==> config.mk <==
export PLATFORM = sky130hd
export DESIGN_NAME = pos_sweep_sequencer_flat
export DESIGN_NICKNAME = d
export VERILOG_FILES = /design/src/rtl/pos_sweep_sequencer_if.sv /design/src/rtl/pos_sweep_sequencer.sv /design/src/flat_wrapper.sv
export SDC_FILE = /design/constraint.sdc
export NUM_CORES = 1
export LEC_CHECK = 0
export CELL_PAD_IN_SITES_DETAIL_PLACEMENT = 0
export CELL_PAD_IN_SITES_GLOBAL_PLACEMENT = 2
export CORE_MARGIN = 3
export CORE_UTILIZATION = 24
export DETAILED_ROUTE_END_ITERATION = 10
export GPL_TIMING_DRIVEN = 0
export PLACE_DENSITY_LB_ADDON = 0.1
export SYNTH_ARGS = -nofsm -noshare
export SYNTH_HDL_FRONTEND = slang
export SYNTH_SLANG_ARGS = --single-unit
==> constraint.sdc <==
create_clock -name clk -period 4.4 [get_ports clk]
set_clock_uncertainty 0.1 [all_clocks]
set_input_delay 0.88 -clock clk [delete_from_list [all_inputs] [get_ports clk]]
set_output_delay 0.88 -clock clk [all_outputs]
set_load 0.03 [all_outputs]
==> src/rtl/pos_sweep_sequencer_if.sv <==
// Bundle between the sweep sequencer and its environment: the start/done handshake,
// the expected masks and unit outputs in, and the shared input vector and results out.
interface pos_sweep_sequencer_if #(
    parameter int NUM_FUNCS = 5
);
    logic                     start;
    logic [16*NUM_FUNCS-1:0]  maxterms;
    logic [NUM_FUNCS-1:0]     f_in;
    logic                     x;
    logic                     y;
    logic                     w;
    logic                     z;
    logic [2:0]               func_sel;
    logic [3:0]               idx;
    logic                     busy;
    logic                     done;
    logic                     pass;
    logic [7:0]               err_count;
    logic                     err_valid;
    logic [2:0]               first_err_func;
    logic [3:0]               first_err_idx;

    modport master (
        output start, maxterms, f_in,
        input  x, y, w, z, func_sel, idx, busy, done, pass,
               err_count, err_valid, first_err_func, first_err_idx
    );

    modport slave (
        input  start, maxterms, f_in,
        output x, y, w, z, func_sel, idx, busy, done, pass,
               err_count, err_valid, first_err_func, first_err_idx
    );
endinterface

==> src/rtl/pos_sweep_sequencer.sv <==
// Sweeps the shared 4-bit input vector across every product-of-sums unit, compares each
// sampled output with its maxterm mask and reports error count, first failure and pass.
module pos_sweep_sequencer #(
    parameter int NUM_FUNCS = 5,
    parameter int SETTLE    = 1
) (
    input  logic                 clk,
    input  logic                 reset,
    pos_sweep_sequencer_if.slave bus
);
    typedef enum logic [1:0] {
        ST_IDLE,
        ST_SETTLE,
        ST_CHECK,
        ST_DONE
    } state_t;

    localparam logic [3:0] SETTLE_LOAD = 4'(SETTLE - 1);
    localparam logic [2:0] LAST_FUNC   = 3'(NUM_FUNCS - 1);

    state_t     state_q, state_d;
    logic [3:0] cnt_q, cnt_d;
    logic [3:0] idx_q, idx_d;
    logic [2:0] func_q, func_d;
    logic [7:0] err_cnt_q, err_cnt_d;
    logic       err_valid_q, err_valid_d;
    logic [2:0] ferr_func_q, ferr_func_d;
    logic [3:0] ferr_idx_q, ferr_idx_d;

    logic [15:0] unit_mask;
    logic        unit_out;
    logic        expected;
    logic        mismatch;

    // Pick the mask slice and output bit of the unit currently under test.
    always_comb begin
        unit_mask = '0;
        unit_out  = 1'b0;
        for (int f = 0; f < NUM_FUNCS; f++) begin
            if (func_q == 3'(f)) begin
                unit_mask = bus.maxterms[16*f +: 16];
                unit_out  = bus.f_in[f];
            end
        end
        expected = ~unit_mask[idx_q];
        mismatch = (unit_out != expected);
    end

    // NOTE: every variable gets a default before the case so no path leaves one unassigned,
    // which would otherwise infer a latch.
    always_comb begin
        state_d     = state_q;
        cnt_d       = cnt_q;
        idx_d       = idx_q;
        func_d      = func_q;
        err_cnt_d   = err_cnt_q;
        err_valid_d = err_valid_q;
        ferr_func_d = ferr_func_q;
        ferr_idx_d  = ferr_idx_q;

        case (state_q)
            ST_IDLE, ST_DONE: begin
                if (bus.start) begin
                    state_d     = ST_SETTLE;
                    cnt_d       = SETTLE_LOAD;
                    idx_d       = '0;
                    func_d      = '0;
                    err_cnt_d   = '0;
                    err_valid_d = 1'b0;
                    ferr_func_d = '0;
                    ferr_idx_d  = '0;
                end
            end
            ST_SETTLE: begin
                if (cnt_q == 4'd0) begin
                    state_d = ST_CHECK;
                end else begin
                    cnt_d = cnt_q - 4'd1;
                end
            end
            ST_CHECK: begin
                if (mismatch) begin
                    err_cnt_d = err_cnt_q + 8'd1;
                    if (!err_valid_q) begin
                        err_valid_d = 1'b1;
                        ferr_func_d = func_q;
                        ferr_idx_d  = idx_q;
                    end
                end
                if (idx_q != 4'd15) begin
                    idx_d   = idx_q + 4'd1;
                    cnt_d   = SETTLE_LOAD;
                    state_d = ST_SETTLE;
                end else if (func_q != LAST_FUNC) begin
                    idx_d   = '0;
                    func_d  = func_q + 3'd1;
                    cnt_d   = SETTLE_LOAD;
                    state_d = ST_SETTLE;
                end else begin
                    state_d = ST_DONE;
                end
            end
            default: state_d = ST_IDLE;
        endcase
    end

    // NOTE: state uses non-blocking assignments so every flop samples pre-edge values;
    // reset is synchronous, so it is simply the highest-priority branch inside the clocked block.
    always_ff @(posedge clk) begin
        if (reset) begin
            state_q     <= ST_IDLE;
            cnt_q       <= '0;
            idx_q       <= '0;
            func_q      <= '0;
            err_cnt_q   <= '0;
            err_valid_q <= 1'b0;
            ferr_func_q <= '0;
            ferr_idx_q  <= '0;
        end else begin
            state_q     <= state_d;
            cnt_q       <= cnt_d;
            idx_q       <= idx_d;
            func_q      <= func_d;
            err_cnt_q   <= err_cnt_d;
            err_valid_q <= err_valid_d;
            ferr_func_q <= ferr_func_d;
            ferr_idx_q  <= ferr_idx_d;
        end
    end

    // The vector is the registered index, so {x,y,w,z} can never disagree with idx.
    assign bus.x              = idx_q[3];
    assign bus.y              = idx_q[2];
    assign bus.w              = idx_q[1];
    assign bus.z              = idx_q[0];
    assign bus.idx            = idx_q;
    assign bus.func_sel       = func_q;
    assign bus.busy           = (state_q == ST_SETTLE) || (state_q == ST_CHECK);
    assign bus.done           = (state_q == ST_DONE);
    assign bus.pass           = (state_q == ST_DONE) && (err_cnt_q == 8'd0);
    assign bus.err_count      = err_cnt_q;
    assign bus.err_valid      = err_valid_q;
    assign bus.first_err_func = ferr_func_q;
    assign bus.first_err_idx  = ferr_idx_q;
endmodule
==> src/flat_wrapper.sv <==
// flat-port wrapper written by rule: the top's interface ports become plain ports
module pos_sweep_sequencer_flat 
#(
    parameter int NUM_FUNCS = 5,
    parameter int SETTLE    = 1
)
  (clk, reset, bus_start, bus_maxterms, bus_f_in, bus_x, bus_y, bus_w, bus_z, bus_func_sel, bus_idx, bus_busy, bus_done, bus_pass, bus_err_count, bus_err_valid, bus_first_err_func, bus_first_err_idx);
  pos_sweep_sequencer_if #(.NUM_FUNCS(NUM_FUNCS)) bus_i ();
  input  logic clk;
  input  logic reset;
  input wire logic [$bits(bus_i.start)-1:0] bus_start;
  input wire logic [$bits(bus_i.maxterms)-1:0] bus_maxterms;
  input wire logic [$bits(bus_i.f_in)-1:0] bus_f_in;
  output wire logic [$bits(bus_i.x)-1:0] bus_x;
  output wire logic [$bits(bus_i.y)-1:0] bus_y;
  output wire logic [$bits(bus_i.w)-1:0] bus_w;
  output wire logic [$bits(bus_i.z)-1:0] bus_z;
  output wire logic [$bits(bus_i.func_sel)-1:0] bus_func_sel;
  output wire logic [$bits(bus_i.idx)-1:0] bus_idx;
  output wire logic [$bits(bus_i.busy)-1:0] bus_busy;
  output wire logic [$bits(bus_i.done)-1:0] bus_done;
  output wire logic [$bits(bus_i.pass)-1:0] bus_pass;
  output wire logic [$bits(bus_i.err_count)-1:0] bus_err_count;
  output wire logic [$bits(bus_i.err_valid)-1:0] bus_err_valid;
  output wire logic [$bits(bus_i.first_err_func)-1:0] bus_first_err_func;
  output wire logic [$bits(bus_i.first_err_idx)-1:0] bus_first_err_idx;
  assign bus_i.start = bus_start;
  assign bus_i.maxterms = bus_maxterms;
  assign bus_i.f_in = bus_f_in;
  assign bus_x = bus_i.x;
  assign bus_y = bus_i.y;
  assign bus_w = bus_i.w;
  assign bus_z = bus_i.z;
  assign bus_func_sel = bus_i.func_sel;
  assign bus_idx = bus_i.idx;
  assign bus_busy = bus_i.busy;
  assign bus_done = bus_i.done;
  assign bus_pass = bus_i.pass;
  assign bus_err_count = bus_i.err_count;
  assign bus_err_valid = bus_i.err_valid;
  assign bus_first_err_func = bus_i.first_err_func;
  assign bus_first_err_idx = bus_i.first_err_idx;
  pos_sweep_sequencer #(.NUM_FUNCS(NUM_FUNCS), .SETTLE(SETTLE)) u_core (.clk(clk), .reset(reset), .bus(bus_i));
endmodule
==> run_1/clk_routes.png <==
Scale bar: 20 µm.
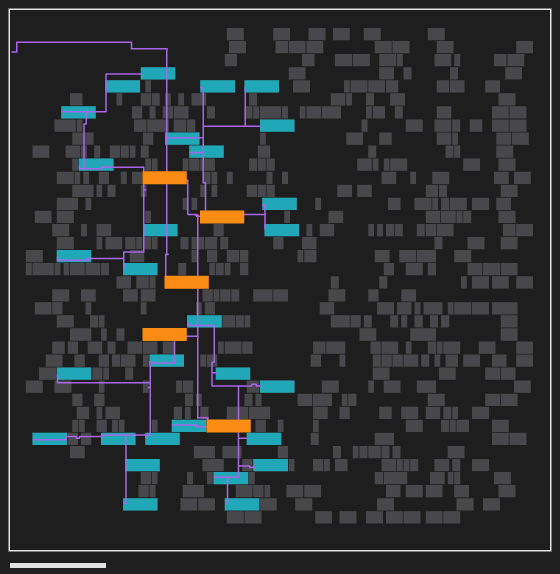
[flip-flops] cyan | count: 29
[clock drivers] orange | count: 5
[clock wires] purple | length: 504 µm
routed clock nets: 6
clock network power consumption: 323 µW
power share of the clock group: 37.9%
insertion delay of the later-clocked pin in the worst-skew pair: 270 ps

==> run_1/clocks.png <==
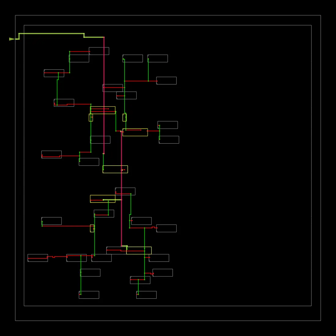
clock buffers created by TritonCTS: 5
number of sinks handled by clock tree synthesis: 29
flip-flop and latch count: 29
Clock buffer cells: 8

==> run_1/sizes.png <==
Scale bar: 20 µm.
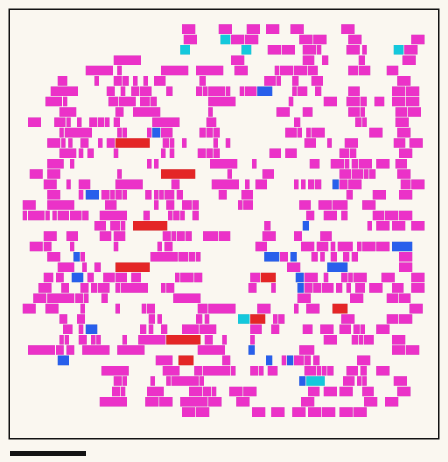
[_2 cells] blue | cells: 19 | share: 3.8% | most used: buf_2
[_0 and _1 cells] magenta | cells: 464 | share: 93% | most used: clkdlybuf4s50_1
[_3 and _4 cells] cyan | cells: 6 | share: 1.2% | most used: buf_4
[_6 and larger] red | cells: 9 | share: 1.8% | most used: clkbuf_16
min setup slack post-route: 403 ps
area grow syn2layout: 54.7%
non-clock buffer count in the final layout: 149
Non-Filler Cell Area, Final: 0.00421 mm²

==> run_1/flops_by_reg.png <==
Other sequential cells in the stronger gray, the rest of the logic in the fainter gray.
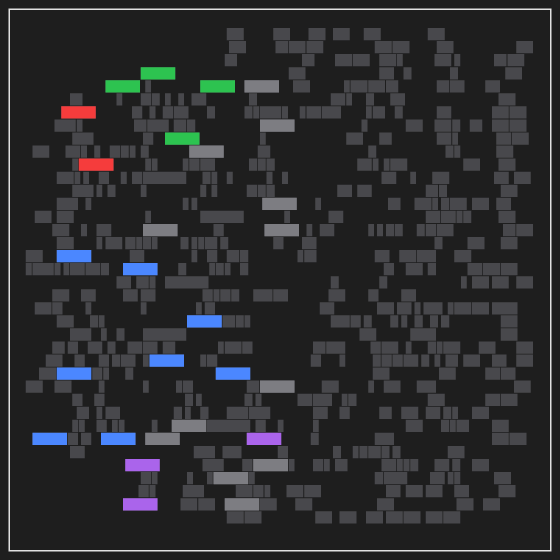
[`u_core.state_q`] red | sequential cells: 2
[`u_core.cnt_q`] green | sequential cells: 4
[`u_core.bus.err_count`] blue | sequential cells: 8
[`u_core.bus.first_err_func`] purple | sequential cells: 3
not colored: 12
share of cell area taken by flip-flops and latches: 13.8%
FF+latch area: 581 µm²
final core utilization: 38.5%
power dissipated in sequential cells: 274 µW

==> ds_physical_params.txt, run 1 <==
Summary of implementation characteristics

Parameter                              Value

Run status
  Outcome    completed

Detailed routing
  Via/cell ratio    5.20
  Met2 wirelength from detailed routing    5.41 mm
  Routed wire per std cell    18.7 µm
  M1 WL    5.71 mm
  Highest metal layer with signal wires    met4
  Remaining number of nets flagged by the antenna check after routing    0
  Remaining design rule violation count    0
  Number of DRC markers after the initial detailed-route iteration    173
  Count of TritonRoute iterations in the first routing pass    4

Global route
  GR Util All Layers    18.6%
  GR met3 Demand/Resource    2.96%
  GR Layer Usage met2    30.2%
  Initial antenna violation count    0
  Met1 Usage GRT    25.7%
  Aggregate global routing overflow    0
  Global-route wire length before repair    18.8 mm

Yosys
  Yosys-reported design area after synthesis    0.00272 mm²
  Share of flip-flops with an asynchronous set or reset after synthesis    0%
  Net count after synthesis    474
  Post-synthesis simple-gate area fraction    28.6%
  Yosys cell count    373
  Synth area leader    sky130_fd_sc_hd__dfxtp_1
  Fraction of the yosys area taken by sequential cells    21.3%
  XOR/XNOR share of the synthesized area    0.644%
  Post-synthesis cell count    373
  Largest logic family    AND-OR/OR-AND gates
  Synthesized area divided by synthesized cell count    7.29 µm²
  Post-synthesis instance area    0.00272 mm²
  Synth top area share    21.3%
  Distinct cell type count after synthesis    68
  Number of enable flip-flop cells    0
  And-or/or-and share of the synthesized area    32.4%

Final layout
  Clock-cell share of area    3.24%
  Number of logic inverters in the finished layout    30
  Top logic cell by instance count in the layout    sky130_fd_sc_hd__clkdlybuf4s50_1
  Multi-input combinational cell count    282
  Fraction of layout instances using a drive strength above 1    6.83%
  Fill count    1182
  Most used cells in the layout excluding fill and tap cells    117 x sky130_fd_sc_hd__clkdlybuf4s50_1, 36 x sky130_fd_sc_hd__nand2_1, 30 x sky130_fd_sc_hd__inv_1, 30 x sky130_fd_sc_hd__nor2_1, 29 x sky130_fd_sc_hd__dfxtp_1
  Net count reported at finish    598
  Share of the final layout cell area in multi-input gates    44.1%
  Layout buffering overhead excluding clock cells    32.0%
  Non-Filler Instances    638

Final timing
  Post-layout period usage of the worst path    90.8%
  Headroom to the max-slew limit    42.5%
  Clock period minus final worst setup slack    4000 ps
  Hold slack    372 ps
  Maximum achievable frequency    250 MHz
  Final slew viol count    0
  Final count of hold timing violations    0

Critical path
  CP startpoint    u_core.bus.func_sel[2]
  Capturing instance or port of the critical path    u_core.bus.first_err_idx[0]
  Top cell by count, worst path    sky130_fd_sc_hd__buf_2
  R2R setup slack    400 ps
  Buffers plus inverters on the worst setup path    4
  Destination of the worst register-to-register timing path    u_core.bus.first_err_idx[0]
  Critical path's slowest cell    sky130_fd_sc_hd__a2111oi_0
  Type of the setup path with the least slack    flop to flop
  Cell breakdown of the critical path    buf_2 -> inv_1 -> ha_1 -> buf_2 -> nand2_1 -> a21oi_1 -> a2111oi_0 -> and4b_1 -> o221a_1 -> o21ai_1 -> buf_2 -> nand3_2 -> o22ai_1
  Critical path peak fanout    10
  Path depth of the worst reg2reg path    13
  Endpoint class of the critical path    flop
  Worst reg2reg path startpoint    u_core.bus.func_sel[2]
  Crit path max-delay family    AND-OR/OR-AND gates
  Stages on worst setup path    13
  Delay of the slowest cell on the worst path    760 ps

Floorplan
  DIE HEIGHT    112 µm
  Placeable core area    0.0109 mm²
  Cell Rows    38
  Fp_density    24.9%
  Tap cell count    140
  Width of the chip    112 µm

Placed design
  Count of port buffers added during placement    117
  Routability-driven placement congestion ratio    0.851
  Cell count after placement    630
  HPWL reported at the end of detailed placement    9.32 mm
  Cell area after placement    0.00407 mm²

Power
  Sequential share of power    32.1%
  Switching power as a share of total power    29.4%
  Leakage power    1.48 nW
  Pwr Total    853 µW
  Pint    602 µW
  Pwr Density    203 mW/mm²
  Maximum vdd drop    119 µV
  Combinational logic power    256 µW

Min path
  Tightest Hold Check Type    flop to flop
  Worst hold path endpoint    u_core.bus.first_err_idx[2]

Clock tree
  CTS tree    built
  CTS root buffer    sky130_fd_sc_hd__clkbuf_16
  Longest Clk Path Bufs    2
  # Post-CTS Setup Buffers    0

Run
  Number of warning messages in the logs    33
--- run 2 (diff from run 1) ---
--- a/config.mk
+++ b/config.mk
@@ -5,11 +5,13 @@
 export SDC_FILE = /design/constraint.sdc
 export NUM_CORES = 1
 export LEC_CHECK = 0
+export ABC_CLOCK_PERIOD_IN_PS = 4400
 export CELL_PAD_IN_SITES_DETAIL_PLACEMENT = 0
 export CELL_PAD_IN_SITES_GLOBAL_PLACEMENT = 2
 export CORE_MARGIN = 3
 export CORE_UTILIZATION = 24
 export DETAILED_ROUTE_END_ITERATION = 10
+export GPL_ROUTABILITY_DRIVEN = 0
 export GPL_TIMING_DRIVEN = 0
 export PLACE_DENSITY_LB_ADDON = 0.1
 export SYNTH_ARGS = -nofsm -noshare
==> run_2/clocks.png <==
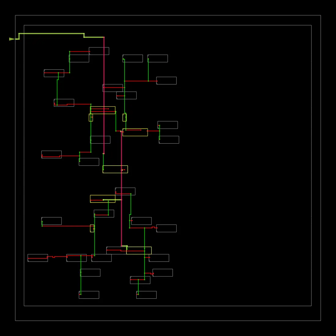

==> run_2/flops_by_reg.png <==
Other sequential cells in the stronger gray, the rest of the logic in the fainter gray.
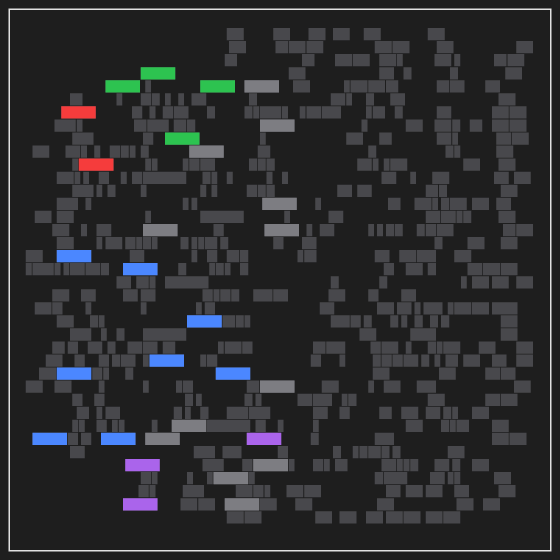
[`u_core.bus.err_count`] blue | sequential cells: 8
[`u_core.cnt_q`] green | sequential cells: 4
[`u_core.bus.first_err_func`] purple | sequential cells: 3
[`u_core.state_q`] red | sequential cells: 2

==> run 2 against run 1 <==
Cell area is the same; setup slack is the same; cell count is the same; sequential power is essentially flat; count of clock-buffer cells in the layout is the same; synthesized cell count is the same; clock power is essentially flat; combinational power is essentially flat; maximum frequency is the same; largest power group unchanged; critical path depth is the same.
==> ds_physical_params.txt, run 2 <==
Summary of implementation characteristics

Parameter                              Value

Run status
  Outcome    completed

Critical path
  Capturing instance or port of the critical path    u_core.bus.first_err_idx[0]
  Destination of the worst register-to-register timing path    u_core.bus.first_err_idx[0]
  Buffers plus inverters on the worst setup path    4 (unchanged)
  Top cell by count, worst path    sky130_fd_sc_hd__buf_2
  Crit path max-delay family    AND-OR/OR-AND gates
  Endpoint class of the critical path    flop
  Path depth of the worst reg2reg path    13 (unchanged)
  Cell breakdown of the critical path    buf_2 -> inv_1 -> ha_1 -> buf_2 -> nand2_1 -> a21oi_1 -> a2111oi_0 -> and4b_1 -> o221a_1 -> o21ai_1 -> buf_2 -> nand3_2 -> o22ai_1
  R2R setup slack    400 ps (about the same)
  CP startpoint    u_core.bus.func_sel[2]
  Critical path's slowest cell    sky130_fd_sc_hd__a2111oi_0
  Stages on worst setup path    13 (unchanged)
  Arrival time worst endpoint    4080 ps
  Worst reg2reg path startpoint    u_core.bus.func_sel[2]
  Type of the setup path with the least slack    flop to flop
  Delay of the slowest cell on the worst path    760 ps (about the same)
  Critical path peak fanout    10 (unchanged)

Floorplan
  Cell Rows    38 (unchanged)
  Fp_density    24.9% (unchanged)
  Die Footprint    0.0126 mm²
  Tap cell count    140 (unchanged)
  Count of pins on the block boundary    118
  Placeable core area    0.0109 mm² (unchanged)
  Width of the chip    112 µm (unchanged)
  DIE HEIGHT    112 µm (unchanged)

Power
  Leakage power    1.48 nW (unchanged)
  Power dissipated in sequential cells    274 µW (about the same)
  Pwr Density    203 mW/mm² (unchanged)
  Pwr Total    853 µW (unchanged)
  Pint    602 µW (unchanged)
  Clock network power consumption    323 µW (about the same)
  Power share of the clock group    37.9% (about the same)
  Switching power as a share of total power    29.4% (unchanged)
  Sequential share of power    32.1% (about the same)
  Combinational logic power    256 µW (about the same)
  Maximum vdd drop    119 µV (unchanged)

Run
  Number of warning messages in the logs    33 (unchanged)

Yosys
  Net count after synthesis    474 (unchanged)
  Number of enable flip-flop cells    0 (unchanged)
  XOR/XNOR share of the synthesized area    0.644% (unchanged)
  And-or/or-and share of the synthesized area    32.4% (unchanged)
  Post-synthesis cell count    373 (unchanged)
  Fraction of the yosys area taken by sequential cells    21.3% (unchanged)
  Largest logic family    AND-OR/OR-AND gates
  Post-synthesis instance area    0.00272 mm² (unchanged)
  Synth area leader    sky130_fd_sc_hd__dfxtp_1
  Yosys cell count    373 (unchanged)
  Distinct cell type count after synthesis    68 (unchanged)
  Yosys-reported design area after synthesis    0.00272 mm² (unchanged)
  Mux frac, synth    0.414%
  Synthesized area divided by synthesized cell count    7.29 µm² (unchanged)
  Post-synthesis simple-gate area fraction    28.6% (unchanged)
  Share of flip-flops with an asynchronous set or reset after synthesis    0% (unchanged)
  Synth top area share    21.3% (unchanged)

Final timing
  Min setup slack post-route    403 ps (unchanged)
  Maximum achievable frequency    250 MHz (unchanged)
  Hold slack    372 ps (unchanged)
  Final slew viol count    0 (unchanged)
  Final count of hold timing violations    0 (unchanged)
  Headroom to the max-slew limit    42.5% (unchanged)
  Post-layout period usage of the worst path    90.8% (unchanged)
  Clock period minus final worst setup slack    4000 ps (unchanged)

Detailed routing
  Number of DRC markers after the initial detailed-route iteration    173 (unchanged)
  Met2 wirelength from detailed routing    5.41 mm (unchanged)
  Remaining design rule violation count    0 (unchanged)
  M1 WL    5.71 mm (unchanged)
  Highest metal layer with signal wires    met4
  Remaining number of nets flagged by the antenna check after routing    0 (unchanged)
  Count of TritonRoute iterations in the first routing pass    4 (unchanged)
  Via/cell ratio    5.20 (unchanged)
  Routed wire per std cell    18.7 µm (unchanged)

Global route
  Most Used Layer, Global Route    met2
  GR Util All Layers    18.6% (unchanged)
  GR Layer Usage met2    30.2% (unchanged)
  Met1 Usage GRT    25.7% (unchanged)
  GR met3 Demand/Resource    2.96% (unchanged)
  Initial antenna violation count    0 (unchanged)
  Global-route wire length before repair    18.8 mm (unchanged)
  Aggregate global routing overflow    0 (unchanged)

Placed design
  Count of port buffers added during placement    117 (unchanged)
  Cell count after placement    630 (unchanged)
  Cell area after placement    0.00407 mm² (unchanged)
  HPWL reported at the end of detailed placement    9.32 mm (unchanged)

Final layout
  FF+latch area    581 µm² (unchanged)
  Number of logic inverters in the finished layout    30 (unchanged)
  Biggest cell category by area in the final layout    combinational gates
  Share of cell area taken by flip-flops and latches    13.8% (unchanged)
  Non-clock buffer count in the final layout    149 (unchanged)
  Most used cells in the layout excluding fill and tap cells    117 x sky130_fd_sc_hd__clkdlybuf4s50_1, 36 x sky130_fd_sc_hd__nand2_1, 30 x sky130_fd_sc_hd__inv_1, 30 x sky130_fd_sc_hd__nor2_1, 29 x sky130_fd_sc_hd__dfxtp_1
  Number of flip-flops under the largest register name    8
  Share of the final layout cell area in multi-input gates    44.1% (unchanged)
  Layout buffering overhead excluding clock cells    32.0% (unchanged)
  Multi-input combinational cell count    282 (unchanged)
  Area grow syn2layout    54.7% (unchanged)
  Clock-cell share of area    3.24% (unchanged)
  Net count reported at finish    598 (unchanged)
  Top logic cell by instance count in the layout    sky130_fd_sc_hd__clkdlybuf4s50_1
  Fraction of layout instances using a drive strength above 1    6.83% (unchanged)
  Non-Filler Cell Area, Final    0.00421 mm² (unchanged)
  Flip-flop and latch count    29 (unchanged)

Min path
  Worst hold path endpoint    u_core.bus.first_err_idx[2]
  Tightest Hold Check Type    flop to flop

Clock tree
  # Post-CTS Setup Buffers    0 (unchanged)
  Number of sinks handled by clock tree synthesis    29 (unchanged)
  CTS tree    built
  CTS root buffer    sky130_fd_sc_hd__clkbuf_16
  Clock buffers created by TritonCTS    5 (unchanged)
  Clock transition at path regs    50 ps
  Insertion delay of the later-clocked pin in the worst-skew pair    270 ps (about the same)
==> run_2/sizes.png <==
Scale bar: 20 µm.
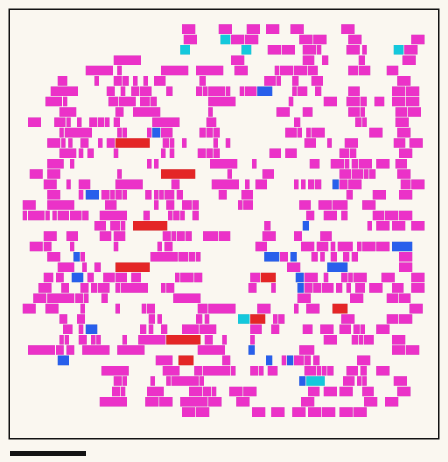
[_6 and larger] red | cells: 9 | share: 1.8% | most used: clkbuf_16
[_0 and _1 cells] magenta | cells: 464 | share: 93% | most used: clkdlybuf4s50_1
[_2 cells] blue | cells: 19 | share: 3.8% | most used: buf_2
[_3 and _4 cells] cyan | cells: 6 | share: 1.2% | most used: buf_4

--- run 3 (diff from run 2) ---
--- a/config.mk
+++ b/config.mk
@@ -13,7 +13,7 @@
 export DETAILED_ROUTE_END_ITERATION = 10
 export GPL_ROUTABILITY_DRIVEN = 0
 export GPL_TIMING_DRIVEN = 0
-export PLACE_DENSITY_LB_ADDON = 0.1
+export PLACE_DENSITY = 0.95
 export SYNTH_ARGS = -nofsm -noshare
 export SYNTH_HDL_FRONTEND = slang
 export SYNTH_SLANG_ARGS = --single-unit
==> run_3/sizes.png <==
Scale bar: 20 µm.
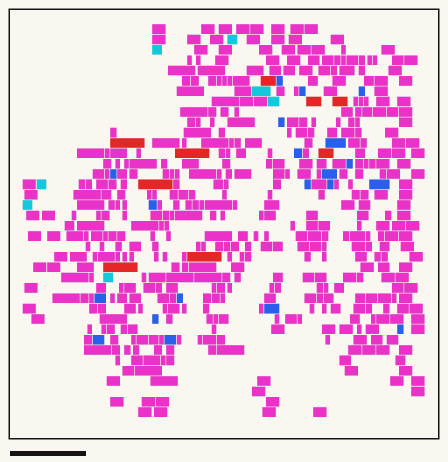
[_6 and larger] red | cells: 9 | share: 1.8% | most used: clkbuf_16
[_0 and _1 cells] magenta | cells: 462 | share: 93% | most used: clkdlybuf4s50_1
[_3 and _4 cells] cyan | cells: 7 | share: 1.4% | most used: buf_4
[_2 cells] blue | cells: 20 | share: 4.0% | most used: buf_2
Non-Filler Cell Area, Final: 0.00421 mm²
min setup slack post-route: 511 ps
area grow syn2layout: 54.7%

==> run_3/clocks.png <==
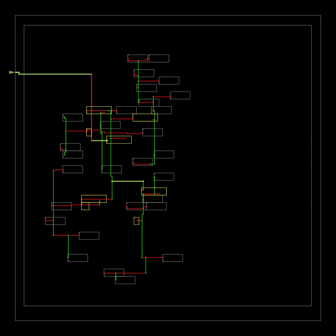
Clock buffer cells: 5

==> run 3 against run 2 <==
Register-to-register slack better by 110 ps; non-clock buffer count did not move; wire length down 4.5%; critical path depth unchanged; clock power hardly changed; power barely moved; worst hold slack worse by 2.7 ps; global-route usage decreased by 0.79 points; combinational power about the same; critical path type unchanged; highest routed layer unchanged.
==> ds_physical_params.txt, run 3 <==
Summary of implementation characteristics

Parameter                              Value

Run status
  Outcome    completed

Detailed routing
  M1 WL    5.25 mm (-8.1%)
  Vias after detailed routing    3338
  Count of TritonRoute iterations in the first routing pass    4 (unchanged)
  Final wirelength    11.4 mm
  Highest metal layer with signal wires    met4
  Number of DRC markers after the initial detailed-route iteration    276 (+60%)
  Met2 wirelength from detailed routing    5.36 mm (-0.92%)
  Sum of met3 wire segment lengths after detailed routing    689 µm
  Remaining number of nets flagged by the antenna check after routing    0 (unchanged)
  Via/cell ratio    5.23 (+0.69%)
  Remaining design rule violation count    0 (unchanged)
  Routed wire per std cell    17.9 µm (-4.5%)

Global route
  Aggregate global routing overflow    0 (unchanged)
  Global-route wire length before repair    18.5 mm (-1.7%)
  Maximum number of pins on one net before global-route repair    11
  GR Util All Layers    17.8% (-0.79 points)
  GR met3 Demand/Resource    3.45% (+0.49 points)
  Via count of the first global-routing pass    3487
  Most Used Layer, Global Route    met2
  Met1 Usage GRT    23.9% (-1.7 points)
  Initial antenna violation count    0 (unchanged)
  GR Layer Usage met2    29.8% (-0.44 points)

Floorplan
  Tap cell count    140 (unchanged)
  Placeable core area    0.0109 mm² (unchanged)
  DIE HEIGHT    112 µm (unchanged)
  Cell Rows    38 (unchanged)
  Fp_density    24.9% (unchanged)
  Die Footprint    0.0126 mm² (unchanged)
  Width of the chip    112 µm (unchanged)
  Count of pins on the block boundary    118 (unchanged)

Critical path
  Critical path's slowest cell    sky130_fd_sc_hd__clkbuf_1
  Endpoint class of the critical path    flop
  Delay of the slowest cell on the worst path    420 ps (-340 ps)
  R2R setup slack    510 ps (+110 ps)
  Buffers plus inverters on the worst setup path    4 (unchanged)
  Destination of the worst register-to-register timing path    u_core.bus.first_err_idx[1]
  Crit path max-delay family    AND-OR/OR-AND gates
  Worst reg2reg path startpoint    u_core.bus.func_sel[2]
  Nature of the critical path startpoint    flop
  Critical path peak fanout    10 (unchanged)
  Req. time, crit path    4490 ps
  Stages on worst setup path    13 (unchanged)
  Type of the setup path with the least slack    flop to flop
  Path depth of the worst reg2reg path    13 (unchanged)
  Arrival time worst endpoint    3980 ps (-100 ps)
  CP startpoint    u_core.bus.func_sel[2]
  Capturing instance or port of the critical path    u_core.bus.first_err_idx[1]
  Cell breakdown of the critical path    buf_2 -> inv_1 -> ha_1 -> buf_2 -> nor2_1 -> o21ai_0 -> o2111a_1 -> o32ai_1 -> o221ai_1 -> nand3_1 -> clkbuf_1 -> nand3_1 -> o22ai_1

Yosys
  Fraction of the yosys area taken by sequential cells    21.3% (unchanged)
  Synth top area share    21.3% (unchanged)
  Post-synthesis cell count    373 (unchanged)
  Area share of fa/ha/maj cells after synthesis    5.98%
  Distinct cell type count after synthesis    68 (unchanged)
  Net count after synthesis    474 (unchanged)
  Post-synthesis simple-gate area fraction    28.6% (unchanged)
  XOR/XNOR share of the synthesized area    0.644% (unchanged)
  Synthesized area divided by synthesized cell count    7.29 µm² (unchanged)
  Yosys cell count    373 (unchanged)
  Share of flip-flops with an asynchronous set or reset after synthesis    0% (unchanged)
  Post-synthesis instance area    0.00272 mm² (unchanged)
  Mux frac, synth    0.414% (unchanged)
  Most popular library cell in the synthesized design by count    sky130_fd_sc_hd__nand2_1
  And-or/or-and share of the synthesized area    32.4% (unchanged)
  Ys flops    29
  Most frequent cells after synthesis    36 x sky130_fd_sc_hd__nand2_1, 30 x sky130_fd_sc_hd__inv_1, 30 x sky130_fd_sc_hd__nor2_1
  Largest logic family    AND-OR/OR-AND gates
  Synth area leader    sky130_fd_sc_hd__dfxtp_1
  Top cells, area    sky130_fd_sc_hd__dfxtp_1 21%, sky130_fd_sc_hd__ha_1 6.0%, sky130_fd_sc_hd__nand2_1 5.0%, sky130_fd_sc_hd__inv_1 4.1%, sky130_fd_sc_hd__nor2_1 4.1%
  Number of enable flip-flop cells    0 (unchanged)
  Dominant Register Cell    sky130_fd_sc_hd__dfxtp_1
  Number of warnings issued by yosys    0
  Yosys-reported design area after synthesis    0.00272 mm² (unchanged)

Final layout
  Most used cells in the layout excluding fill and tap cells    117 x sky130_fd_sc_hd__clkdlybuf4s50_1, 36 x sky130_fd_sc_hd__nand2_1, 30 x sky130_fd_sc_hd__inv_1, 30 x sky130_fd_sc_hd__nor2_1, 29 x sky130_fd_sc_hd__dfxtp_1
  Number of logic inverters in the finished layout    30 (unchanged)
  Final core utilization    38.5%
  FF+latch area    581 µm² (unchanged)
  Share of cell area taken by flip-flops and latches    13.8% (about the same)
  Fill count    1166
  Top logic cell by instance count in the layout    sky130_fd_sc_hd__clkdlybuf4s50_1
  Fraction of layout instances using a drive strength above 1    7.23% (+0.40 points)
  Clock-cell share of area    3.39% (+0.15 points)
  Biggest cell category by area in the final layout    combinational gates
  Area of the multi-input gates    0.00185 mm²
  Number of flip-flops under the largest register name    8 (unchanged)
  Net count reported at finish    598 (unchanged)
  Number of diodes added for antenna fixing    0
  Non-Filler Instances    638
  Flip-flop and latch count    29 (unchanged)
  Layout buffering overhead excluding clock cells    32.0% (about the same)
  Non-clock buffer count in the final layout    149 (unchanged)
  Multi-input combinational cell count    282 (unchanged)
  Share of the final layout cell area in multi-input gates    44.0% (-0.13 points)

Clock tree
  Number of buffers added to fix hold violations after cts    0
  Insertion delay of the later-clocked pin in the worst-skew pair    270 ps (about the same)
  CTS root buffer    sky130_fd_sc_hd__clkbuf_16
  Clock buffers created by TritonCTS    5 (unchanged)
  Number of sinks handled by clock tree synthesis    29 (unchanged)
  # Post-CTS Setup Buffers    0 (unchanged)
  Post_cts resized    0
  Longest Clk Path Bufs    2
  Count of H-tree levels built during CTS    2
  Clock transition at path regs    50 ps (about the same)
  CTS tree    built

Placed design
  Worst-case setup slack after placement    434 ps
  HPWL reported at the end of detailed placement    8.97 mm (-3.8%)
  Cell area after placement    0.00407 mm² (unchanged)
  Count of port buffers added during placement    117 (unchanged)
  Cell count after placement    630 (unchanged)

Final timing
  Final slew viol count    0 (unchanged)
  Unrepaired setup endpoints after global routing    false
  Setup_tns    0 ps
  Clock period minus final worst setup slack    3890 ps (-107 ps)
  Hold slack    370 ps (-2.72 ps)
  Tightest Pin Transition    612 ps
  Headroom to the max-slew limit    58.2% (+16 points)
  Post-layout period usage of the worst path    88.4% (-2.4 points)
  Maximum achievable frequency    257 MHz (+2.8%)
  Final count of hold timing violations    0 (unchanged)
  Setup violations, final    0

Power
  Switching power as a share of total power    29.8% (+0.38 points)
  Sequential share of power    32.1% (about the same)
  Pwr Total    853 µW (about the same)
  Maximum vdd drop    151 µV (+27%)
  Pwr Density    203 mW/mm² (about the same)
  Pint    599 µW (-0.51%)
  Leakage power    1.49 nW (+0.29%)
  Power dissipated in sequential cells    274 µW (about the same)
  Power share of the clock group    37.9% (about the same)
  Highest-power group    the clock network
  Portion of total power attributed to combinational logic    30.0%
  Reported net switching power    254 µW
  Clock network power consumption    323 µW (about the same)
  Combinational logic power    256 µW (about the same)

Min path
  Min-Delay Startpoint    u_core.bus.first_err_func[2]
  Tightest Hold Check Type    flop to flop
  Worst hold path endpoint    u_core.bus.first_err_func[2]
  Number of cells on the worst hold path    2

Run
  Number of warning messages in the logs    33 (unchanged)
==> run_3/flops_by_reg.png <==
Other sequential cells in the stronger gray, the rest of the logic in the fainter gray.
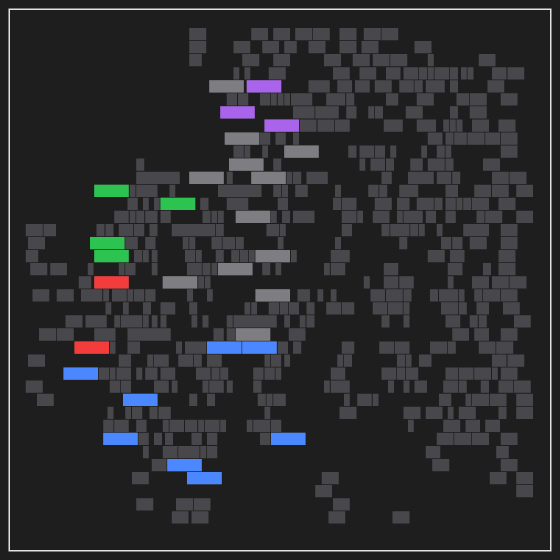
[`u_core.cnt_q`] green | sequential cells: 4 | where: left middle
[`u_core.state_q`] red | sequential cells: 2
[`u_core.bus.first_err_func`] purple | sequential cells: 3
[`u_core.bus.err_count`] blue | sequential cells: 8

No activity file was given, so power comes from the tool's default toggle rates.
